$ cat src/rtl/hb_watchdog_pkg.sv
// Shared types and constants for the heartbeat watchdog: FSM state encoding
// (also used by benches to decode state_o) and default timing parameters.
package hb_watchdog_pkg;

    typedef enum logic [1:0] {
        HB_IDLE  = 2'd0,
        HB_ARMED = 2'd1,
        HB_TRACK = 2'd2,
        HB_FAULT = 2'd3
    } hb_state_t;

    localparam int HB_PERIOD_DEF   = 1000;
    localparam int HB_TOL_DEF      = 16;
    localparam int HB_MAX_MISS_DEF = 3;

    localparam logic [1:0] ST_IDLE  = 2'd0;
    localparam logic [1:0] ST_ARMED = 2'd1;
    localparam logic [1:0] ST_TRACK = 2'd2;
    localparam logic [1:0] ST_FAULT = 2'd3;

endpackage

$ cat src/rtl/hb_watchdog.sv
// Heartbeat receiver: checks beat spacing against PERIOD_CYCLES +/- TOLERANCE and
// latches a sticky fault after MAX_MISS consecutive violations. HB_WATCHDOG_STATS_EN adds beat statistics.
module hb_watchdog
    import hb_watchdog_pkg::*;
#(
    parameter int PERIOD_CYCLES = HB_PERIOD_DEF,
    parameter int TOLERANCE     = HB_TOL_DEF,
    parameter int MAX_MISS      = HB_MAX_MISS_DEF,
    localparam int TIMER_W      = $clog2(PERIOD_CYCLES + TOLERANCE + 1),
    localparam int MISS_W       = $clog2(MAX_MISS + 1)
) (
    input  logic              clk,
    input  logic              rst_n,
    input  logic              enable_i,
    input  logic              hb_i,
    input  logic              clear_i,
    output logic              alive_o,
    output logic              early_o,
    output logic              miss_o,
    output logic [MISS_W-1:0] miss_cnt_o,
    output logic              fault_o,
    output logic [1:0]        state_o
`ifdef HB_WATCHDOG_STATS_EN
    ,
    output logic [15:0]       beat_cnt_o,
    output logic [TIMER_W-1:0] last_interval_o
`endif
);

    localparam logic [TIMER_W-1:0] WIN_LO    = TIMER_W'(PERIOD_CYCLES - TOLERANCE);
    localparam logic [TIMER_W-1:0] WIN_HI    = TIMER_W'(PERIOD_CYCLES + TOLERANCE);
    localparam logic [TIMER_W-1:0] TIMER_ONE = TIMER_W'(1);
    localparam logic [MISS_W-1:0]  MISS_MAX  = MISS_W'(MAX_MISS);

    logic [1:0]         state_q, state_d;
    logic [TIMER_W-1:0] timer_q, timer_d;
    logic [MISS_W-1:0]  miss_cnt_q, miss_cnt_d;
    logic [MISS_W-1:0]  miss_inc;
    logic               early_q, early_d;
    logic               miss_q, miss_d;
    logic               fault_q, fault_d;
    logic               bump;

    always_comb begin
        state_d    = state_q;
        timer_d    = timer_q;
        miss_cnt_d = miss_cnt_q;
        early_d    = 1'b0;
        miss_d     = 1'b0;
        fault_d    = fault_q;
        bump       = 1'b0;
        miss_inc   = (miss_cnt_q == MISS_MAX) ? miss_cnt_q : miss_cnt_q + MISS_W'(1);

        if (clear_i) begin
            state_d    = ST_IDLE;
            timer_d    = '0;
            miss_cnt_d = '0;
            fault_d    = 1'b0;
        end else if (state_q == ST_FAULT) begin
            state_d = ST_FAULT;
        end else if (!enable_i) begin
            state_d    = ST_IDLE;
            timer_d    = '0;
            miss_cnt_d = '0;
        end else begin
            case (state_q)
                ST_IDLE: begin
                    state_d    = ST_ARMED;
                    timer_d    = '0;
                    miss_cnt_d = '0;
                end
                ST_ARMED: begin
                    if (hb_i) begin
                        state_d = ST_TRACK;
                        timer_d = TIMER_ONE;
                    end
                end
                ST_TRACK: begin
                    // A real beat counts its own cycle as t=0, so the timer restarts at 1;
                    // a virtual beat (timeout) has no such cycle and restarts at 0.
                    if (hb_i) begin
                        timer_d = TIMER_ONE;
                        if (timer_q < WIN_LO) begin
                            early_d = 1'b1;
                            bump    = 1'b1;
                        end else begin
                            miss_cnt_d = '0;
                        end
                    end else if (timer_q == WIN_HI) begin
                        miss_d  = 1'b1;
                        timer_d = '0;
                        bump    = 1'b1;
                    end else begin
                        timer_d = timer_q + TIMER_ONE;
                    end
                    if (bump) begin
                        miss_cnt_d = miss_inc;
                        if (miss_inc == MISS_MAX) begin
                            state_d = ST_FAULT;
                            fault_d = 1'b1;
                        end
                    end
                end
                default: state_d = ST_IDLE;
            endcase
        end
    end

    always_ff @(posedge clk or negedge rst_n) begin
        if (!rst_n) begin
            state_q    <= ST_IDLE;
            timer_q    <= '0;
            miss_cnt_q <= '0;
            early_q    <= 1'b0;
            miss_q     <= 1'b0;
            fault_q    <= 1'b0;
        end else begin
            state_q    <= state_d;
            timer_q    <= timer_d;
            miss_cnt_q <= miss_cnt_d;
            early_q    <= early_d;
            miss_q     <= miss_d;
            fault_q    <= fault_d;
        end
    end

    assign alive_o    = (state_q == ST_TRACK) && (miss_cnt_q == '0);
    assign early_o    = early_q;
    assign miss_o     = miss_q;
    assign miss_cnt_o = miss_cnt_q;
    assign fault_o    = fault_q;
    assign state_o    = state_q;

`ifdef HB_WATCHDOG_STATS_EN
    logic [15:0]        beat_cnt_q, beat_cnt_d;
    logic [TIMER_W-1:0] last_interval_q, last_interval_d;
    logic               valid_beat;

    always_comb begin
        valid_beat      = !clear_i && enable_i && (state_q == ST_TRACK) && hb_i && (timer_q >= WIN_LO);
        beat_cnt_d      = beat_cnt_q;
        last_interval_d = last_interval_q;
        if (clear_i) begin
            beat_cnt_d      = '0;
            last_interval_d = '0;
        end else if (valid_beat) begin
            if (beat_cnt_q != 16'hFFFF) beat_cnt_d = beat_cnt_q + 16'd1;
            last_interval_d = timer_q;
        end
    end

    always_ff @(posedge clk or negedge rst_n) begin
        if (!rst_n) begin
            beat_cnt_q      <= '0;
            last_interval_q <= '0;
        end else begin
            beat_cnt_q      <= beat_cnt_d;
            last_interval_q <= last_interval_d;
        end
    end

    assign beat_cnt_o      = beat_cnt_q;
    assign last_interval_o = last_interval_q;
`endif

endmodule
$ cat config.mk
export PLATFORM = sky130hd
export DESIGN_NAME = hb_watchdog
export DESIGN_NICKNAME = d
export VERILOG_FILES = /design/src/rtl/hb_watchdog_pkg.sv /design/src/rtl/hb_watchdog.sv
export SDC_FILE = /design/constraint.sdc
export NUM_CORES = 1
export LEC_CHECK = 0
export CAP_MARGIN = 30
export CORE_MARGIN = 2
export CORE_UTILIZATION = 56
export DETAILED_ROUTE_END_ITERATION = 6
export GPL_ROUTABILITY_DRIVEN = 1
export PLACE_DENSITY = 0.79
export SYNTH_ARGS = -nofsm -noshare
export SYNTH_HDL_FRONTEND = slang
export SYNTH_SLANG_ARGS = --single-unit
$ cat constraint.sdc
create_clock -name clk -period 2.81 [get_ports clk]
set_input_delay 0.562 -clock clk [delete_from_list [all_inputs] [get_ports clk]]
set_output_delay 0.562 -clock clk [all_outputs]
set_load 0.005 [all_outputs]
==> reports/qor.log <==
INFO  final_timing   hold_slack=0.5401ns
INFO  power_and_ir_drop fin_total_pwr=0.4573mW
INFO  cells_and_area area_growth_syn_to_layout=13.70%
INFO  power_and_ir_drop net-switching-power=0.1266mW
INFO  logic_synthesis ys_sh_mux=2.400%
INFO  detailed_routing route.antenna.remaining_nets=0
INFO  setup_path     r2r_end=timer_q[2]$_DFFE_PN0P_
INFO  final_timing   max_slew.worst_pin.slew=0.7984ns
INFO  cells_and_area fraction_of_standard_cell_area_that_is_sequential=29.90%
INFO  cells_and_area finish.utilization=65.57%
INFO  cells_and_area final_cell_mix=dfrtp_1, clkdlybuf4s50_1, inv_1
INFO  setup_path     worst_r2r_start=state_o[0]$_DFFE_PN0P_
INFO  clocking       clk_sink_count=17
INFO  cells_and_area final-seq-area=425.4squm
INFO  logic_synthesis top_flip_flop_cell_by_instance_count_after_synthesis=dfrtp_1
INFO  setup_path     worst-setup-path-type=reg -> out
INFO  final_timing   clock.fmax=0.3926GHz
INFO  worst_hold_path min_delay_worst_endpoint=fault_o$_DFFE_PN0P_
INFO  detailed_routing vias=1063
INFO  setup_path     critical_path.startpoint_type=flop
INFO  outcome        status=completed
INFO  cells_and_area post_route_cells_drive_above_1_share=11.43%
INFO  clocking       clk_lat_worst_skew=0.30ns
INFO  setup_path     r2r_cells=6
INFO  detailed_routing top_layer_used=met4
INFO  setup_path     cp_num_cells=4
INFO  detailed_routing route.detailed.vias_per_inst=6.327
INFO  setup_path     crit_family=buffers and inverters
INFO  run            log.warning_count=30
INFO  cells_and_area clock_area_share=1.935%
INFO  floorplan      die_y=51.27um
INFO  clocking       clock_slew_at_reported_path_ffs=0.10ns
INFO  clocking       cts_buffers=3
INFO  detailed_routing met1Wirelength=1270um
INFO  grt            track_usage=22.98%
INFO  placement      dpl.cell_count=164
INFO  cells_and_area largest_register_ffs=10
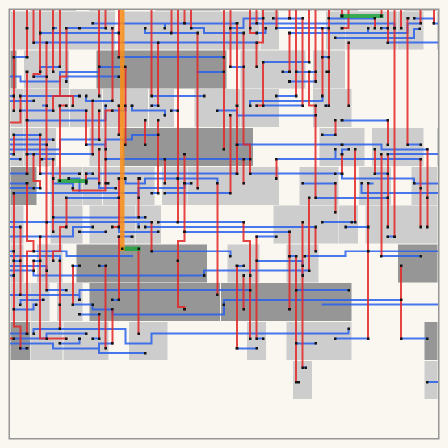
**Above:** close-up of the layout.
Region (11, 0) to (41, 30) um. Cells in grey, sequential cells in the stronger grey; small squares are vias.
- M1: blue
- M2: red
- M4: orange
- M3: green
- most frequent: inv_1 (5), dfrtp_1 (5)
- sequential cells in the window: 5
- cells with their middle in the window: 52
- netlist names of flops here include: timer_q (5)

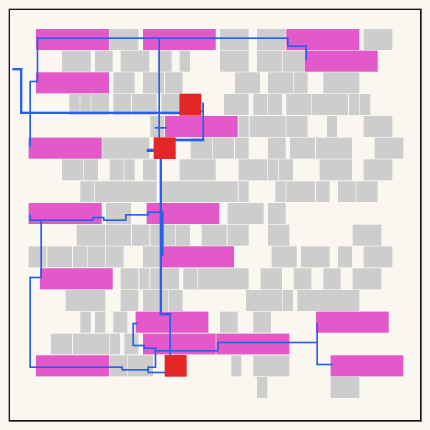
**Above:** clock wires, drivers and flops.
(8 px per um)
- clock wires: blue (length 241 um)
- clock-net drivers: red (count 3)
- flip-flops: magenta (count 17)
- flops lie: all over the die
power drawn by the clock network: 0.136 mW
clock network fraction of design power: 29.8%
final clock skew: 0.01006 ns

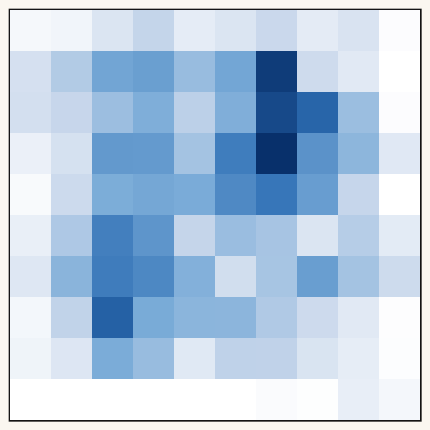
**Above:** routed metal per tile.
(8 px per um) The die is cut into 10 by 10 equal tiles; white is low, dark blue is high, scaled to the fullest tile. Values are wire area over tile area, all layers added.
- densest ninth of the die: centre
- mean over tiles: 0.16
- fullest tile: 0.52
- tiles over half the peak: 21%

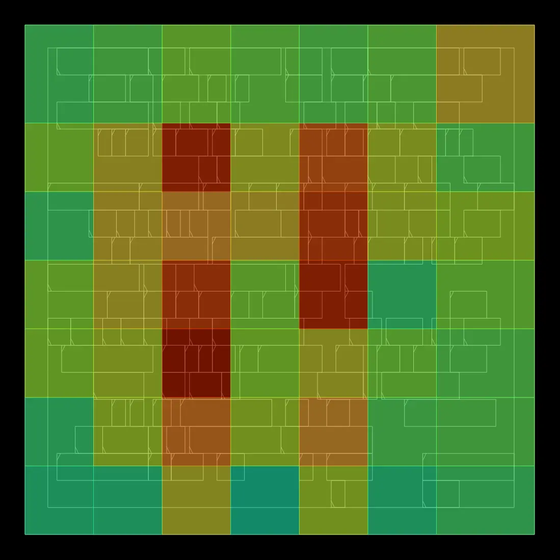
**Above:** congestion heat map.
Routed wire per std cell: 15.85 um
GR Layer Usage met2: 34.85%

Power and IR drop assume default switching activity.
